==> config.mk <==
export PLATFORM = sky130hd
export DESIGN_NAME = accum_ctrl
export DESIGN_NICKNAME = d
export VERILOG_FILES = /design/src/rtl/accum_ctrl_pkg.sv /design/src/rtl/rr_arbiter.sv /design/src/rtl/accum_ctrl.sv
export SDC_FILE = /design/constraint.sdc
export NUM_CORES = 1
export LEC_CHECK = 0
export CAP_MARGIN = 10
export CORE_UTILIZATION = 44
export CTS_CLUSTER_SIZE = 16
export DETAILED_ROUTE_END_ITERATION = 10
export GPL_ROUTABILITY_DRIVEN = 0
export HOLD_SLACK_MARGIN = 0.05
export PLACE_DENSITY = 0.88
export SYNTH_ARGS = -nofsm -noshare
export SYNTH_HDL_FRONTEND = slang
export SYNTH_HIERARCHICAL = 1
export SYNTH_SLANG_ARGS = --single-unit
==> constraint.sdc <==
create_clock -name clk -period 4.45 [get_ports clk]
set_input_delay 1.335 -clock clk [delete_from_list [all_inputs] [get_ports clk]]
set_output_delay 1.335 -clock clk [all_outputs]
set_load 0.02 [all_outputs]
==> src/rtl/accum_ctrl_pkg.sv <==
// Shared types and default widths for the accumulator-sharing controller.
package accum_ctrl_pkg;

  typedef enum logic [2:0] {
    IDLE,
    ISSUE,
    WAIT,
    CAPTURE,
    CLEAR
  } state_t;

  localparam int unsigned DIN_W_DEF  = 8;
  localparam int unsigned DOUT_W_DEF = 16;

endpackage

==> src/rtl/rr_arbiter.sv <==
// Combinational round-robin arbiter: grants the first asserted request strictly
// after ptr, searching upward and wrapping, only while en is high.
module rr_arbiter #(
  parameter int unsigned N = 4,
  localparam int unsigned PW = (N > 1) ? $clog2(N) : 1
) (
  input  logic [N-1:0]  req,
  input  logic [PW-1:0] ptr,
  input  logic          en,
  output logic [N-1:0]  grant,
  output logic [PW-1:0] grant_idx
);

  logic          found;
  logic [PW-1:0] cand;

  always_comb begin
    grant     = '0;
    grant_idx = '0;
    found     = 1'b0;
    cand      = '0;
    // k runs 1..N so the pointer's own slot is examined last
    for (int unsigned k = 1; k <= N; k++) begin
      cand = PW'((32'(ptr) + k) % N);
      if (en && !found && req[cand]) begin
        found       = 1'b1;
        grant[cand] = 1'b1;
        grant_idx   = cand;
      end
    end
  end

endmodule

==> src/rtl/accum_ctrl.sv <==
// Shares one accumulator among N_REQ requesters: round-robin pick, single-cycle
// issue, fixed-latency capture of the running sum, and sequenced clears.
module accum_ctrl
  import accum_ctrl_pkg::*;
#(
  parameter int unsigned N_REQ   = 4,
  parameter int unsigned DIN_W   = DIN_W_DEF,
  parameter int unsigned DOUT_W  = DOUT_W_DEF,
  parameter int unsigned ACC_LAT = 2
) (
  input  logic                   clk,
  input  logic                   rst_b,
  input  logic [N_REQ-1:0]       req_valid,
  input  logic [N_REQ*DIN_W-1:0] req_data,
  output logic [N_REQ-1:0]       req_ready,
  output logic [N_REQ-1:0]       rsp_valid,
  output logic [DOUT_W-1:0]      rsp_data,
  input  logic                   clr_req,
  output logic                   clr_done,
  output logic                   busy,
  output logic                   acc_rst_b,
  output logic                   acc_din_en,
  output logic [DIN_W-1:0]       acc_din,
  input  logic [DOUT_W-1:0]      acc_dout
);

  localparam int unsigned PW        = (N_REQ > 1) ? $clog2(N_REQ) : 1;
  localparam int unsigned CW        = (ACC_LAT > 1) ? $clog2(ACC_LAT) : 1;
  localparam int unsigned WAIT_LAST = (ACC_LAT > 1) ? ACC_LAT - 2 : 0;

  state_t            state, state_nxt;
  logic [PW-1:0]     rr_ptr;
  logic [PW-1:0]     win_idx;
  logic [PW-1:0]     grant_idx;
  logic [CW-1:0]     wait_cnt;
  logic [DIN_W-1:0]  sel_data;
  logic              arb_en;
  logic              xfer;

  assign arb_en = (state == IDLE) && !clr_req;
  assign xfer   = |req_ready;
  assign busy   = (state != IDLE);

  rr_arbiter #(.N(N_REQ)) u_arb (
    .req       (req_valid),
    .ptr       (rr_ptr),
    .en        (arb_en),
    .grant     (req_ready),
    .grant_idx (grant_idx)
  );

  always_comb begin
    sel_data = '0;
    for (int unsigned i = 0; i < N_REQ; i++) begin
      if (req_ready[i]) sel_data = req_data[i*DIN_W +: DIN_W];
    end
  end

  always_comb begin
    state_nxt = state;
    case (state)
      IDLE: begin
        if (clr_req)   state_nxt = CLEAR;
        else if (xfer) state_nxt = ISSUE;
      end
      ISSUE: begin
        if (ACC_LAT == 1) state_nxt = CAPTURE;
        else              state_nxt = WAIT;
      end
      WAIT:    if (wait_cnt == CW'(WAIT_LAST)) state_nxt = CAPTURE;
      CAPTURE: state_nxt = IDLE;
      CLEAR:   state_nxt = IDLE;
      default: state_nxt = IDLE;
    endcase
  end

  // acc_din doubles as the latched winner operand; outputs decode state_nxt so
  // they line up exactly with the state they belong to.
  always_ff @(posedge clk) begin
    if (!rst_b) begin
      state      <= IDLE;
      rr_ptr     <= PW'(N_REQ - 1);
      win_idx    <= '0;
      wait_cnt   <= '0;
      acc_rst_b  <= 1'b0;
      acc_din_en <= 1'b0;
      acc_din    <= '0;
      rsp_valid  <= '0;
      rsp_data   <= '0;
      clr_done   <= 1'b0;
    end else begin
      state      <= state_nxt;
      acc_rst_b  <= (state_nxt != CLEAR);
      acc_din_en <= (state_nxt == ISSUE);
      acc_din    <= (state_nxt == ISSUE) ? sel_data : '0;
      clr_done   <= (state == CLEAR);
      rsp_valid  <= '0;
      if (state == IDLE && xfer && !clr_req) win_idx <= grant_idx;
      if (state == WAIT) wait_cnt <= wait_cnt + 1'b1;
      else               wait_cnt <= '0;
      if (state == CAPTURE) begin
        rsp_data  <= acc_dout;
        rsp_valid <= {{(N_REQ-1){1'b0}}, 1'b1} << win_idx;
        rr_ptr    <= win_idx;
      end
    end
  end

endmodule

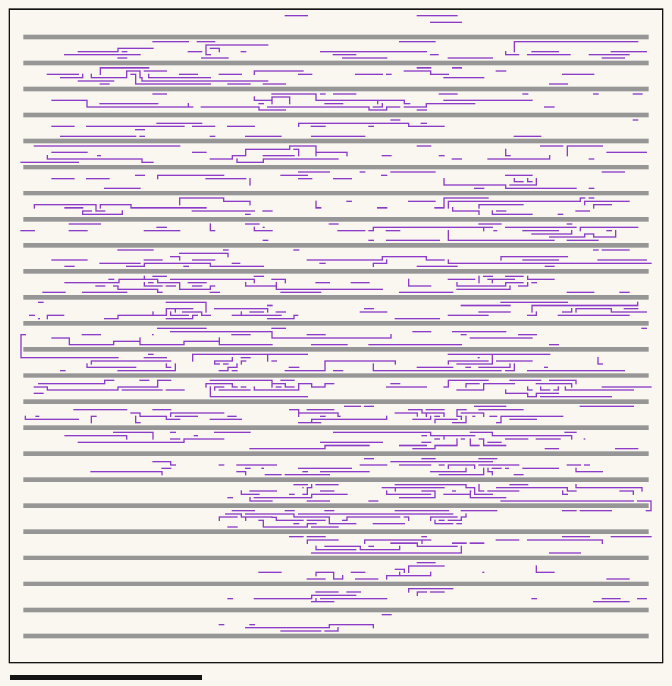
(images/layer_met1.png)
Scale bar: 20 um. Supply wires on this layer in grey.
The longest straight run is 21.2 um. 282 nets have wire on it.
Routed WL: 5267 um
via count: 1790
GR Layer Usage met1: 24.39%

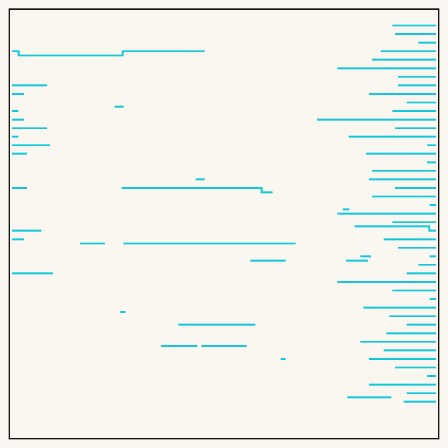
(images/layer_met3.png)
68 nets have wire on it. The wires run mostly horizontal. The layer carries 506 um of wire.
M3 GR Usage: 5.333%

==> metrics.cfg <==
[clock_tree]
cts_buffer_depth=2
clk_latency_ps=280
path_clk_slew_ps=70
clock-root-buffer=clkbuf_8
tritoncts=done
htreeDepth=2
cts_buffers=5

[cells_and_area]
drive_above_1_share_pct=18.64

[setup_path]
crit_path_end=req_ready[3]
regToRegSetupSlack_ps=1260
critPathArrivalTime_ps=3040

[floorplanning]
die_x_um=68.09
rows=23
dieArea_um2=4636

[run_status]
status=complete, no violations

[route]
via_per_inst=5.441
antenna_left=0
first_pass_iters=4

[sta]
finalClockPeriodUsage_pct=98.40
setup_viol_count_final=0
min_period_ps=4379

[yosys]
ff_type=dfxtp_1

[job]
drv_cap=0

[global_routing]
grt_antenna_before_repair=0
grt_pass1_wl_um=7403

[power]
total_power_w=0.0007707

worst min-delay path by stage:
stage	start	end	slack [ps]	depth (start not counted)
detailed placement	rsp_data[14]	rsp_data[14]	460	1
floorplan	win_idx[1]	rsp_valid[1]	440	1
global route	rsp_data[7]	rsp_data[7]	510	1
global placement	rsp_data[6]	rsp_data[6]	460	1
CTS	rsp_data[14]	rsp_data[14]	490	1
finish	rsp_data[13]	rsp_data[13]	490	1
power by group through the flow:
stage / clock, W / sequential, W / combinational, W
after detailed placement: 0 / 0.000374 / 0.000176
final: 0.000231 / 0.000365 / 0.000175
after floorplan: 0 / 0.000374 / 0.0000849
after global routing: 0.000256 / 0.000366 / 0.000186
after global placement: 0 / 0.000373 / 0.000172
after CTS: 0.000236 / 0.000365 / 0.000176
layout make-up:
type | count | area, um2
flip-flops and latches | 39 | 780.7
multi-input cells | 122 | 1044
inverters | 5 | 18.77
clock inverters | 2 | 12.51
fillers | 306 | 1095
repair buffers | 105 | 1001
well taps | 50 | 62.56
clock buffers | 6 | 72.57
metal layers:
layer | global-route usage, % | share of wire (%) | up-vias
met5 | 0 | 0 | -
met4 | 9.115 | 1.9 | 0
met3 | 5.333 | 9.6 | 9
met2 | 39.22 | 50 | 80
met1 | 24.39 | 39 | 819
li1 | - | - | 882
critical path, cell delays in order:
cell and delay [ps]:
dlygate4sd2_1 280, mux4_2 530, buf_4 190, nand3b_1 90, a21boi_0 80, a221o_1 280
clkdlybuf4s15_2 260
flip-flops by register name, summed over array words and instances, names as in the netlist:
| register | flops |
|---|---|
| acc_din | 8 |
| rr_ptr | 2 |
| win_idx | 2 |
| clr_done | 1 |
| rsp_data | 16 |
| acc_rst_b | 1 |
| state | 3 |
| wait_cnt | 1 |
| acc_din_en | 1 |
| rsp_valid | 4 |
through the flow:
stage / area, um2 / util, % / hold slack (ps)
3_5_place_dp: 2912 / 71.25 / 464.4
2_1_floorplan: 1922 / - / 440.6
3_3_place_gp: 2912 / 71.25 / 461.0
4_1_cts: 2992 / 73.21 / 486.0
6_report: 2992 / 73.21 / 485.3
5_1_grt: 2992 / 73.21 / 511.7
cell usage in the layout (no fill, tap or decap), types with 4 or more instances in the layout:
master | netlist | routed
a22o_1 | 16 | 16
mux4_2 | 4 | 4
dfxtp_1 | 39 | 39
nand3b_1 | 4 | 4
dlygate4sd2_1 | 0 | 4
a221o_1 | 4 | 4
nand2_1 | 12 | 12
a221oi_1 | 8 | 8
mux2i_1 | 4 | 4
clkbuf_8 | 0 | 5
a21boi_0 | 5 | 5
buf_4 | 2 | 15
nor3_1 | 4 | 4
ha_1 | 7 | 7
o22ai_1 | 8 | 8
clkdlybuf4s50_1 | 0 | 82
nor3_2 | 10 | 10
nor2b_1 | 4 | 4
cell families (layout without fill, tap and decap cells):
logic type | after synthesis | in the layout | share of synthesized area [%]
simple gates | 53 | 53 | 19.92
compound gates | 52 | 52 | 21.62
flops | 39 | 39 | 40.63
buf+inv | 17 | 118 | 5.468
mux | 9 | 9 | 7.357
fa+ha+maj | 7 | 7 | 4.557
xor+xnor | 1 | 1 | 0.4558
Power figures rest on the tool's default switching activity, not on a simulated workload.
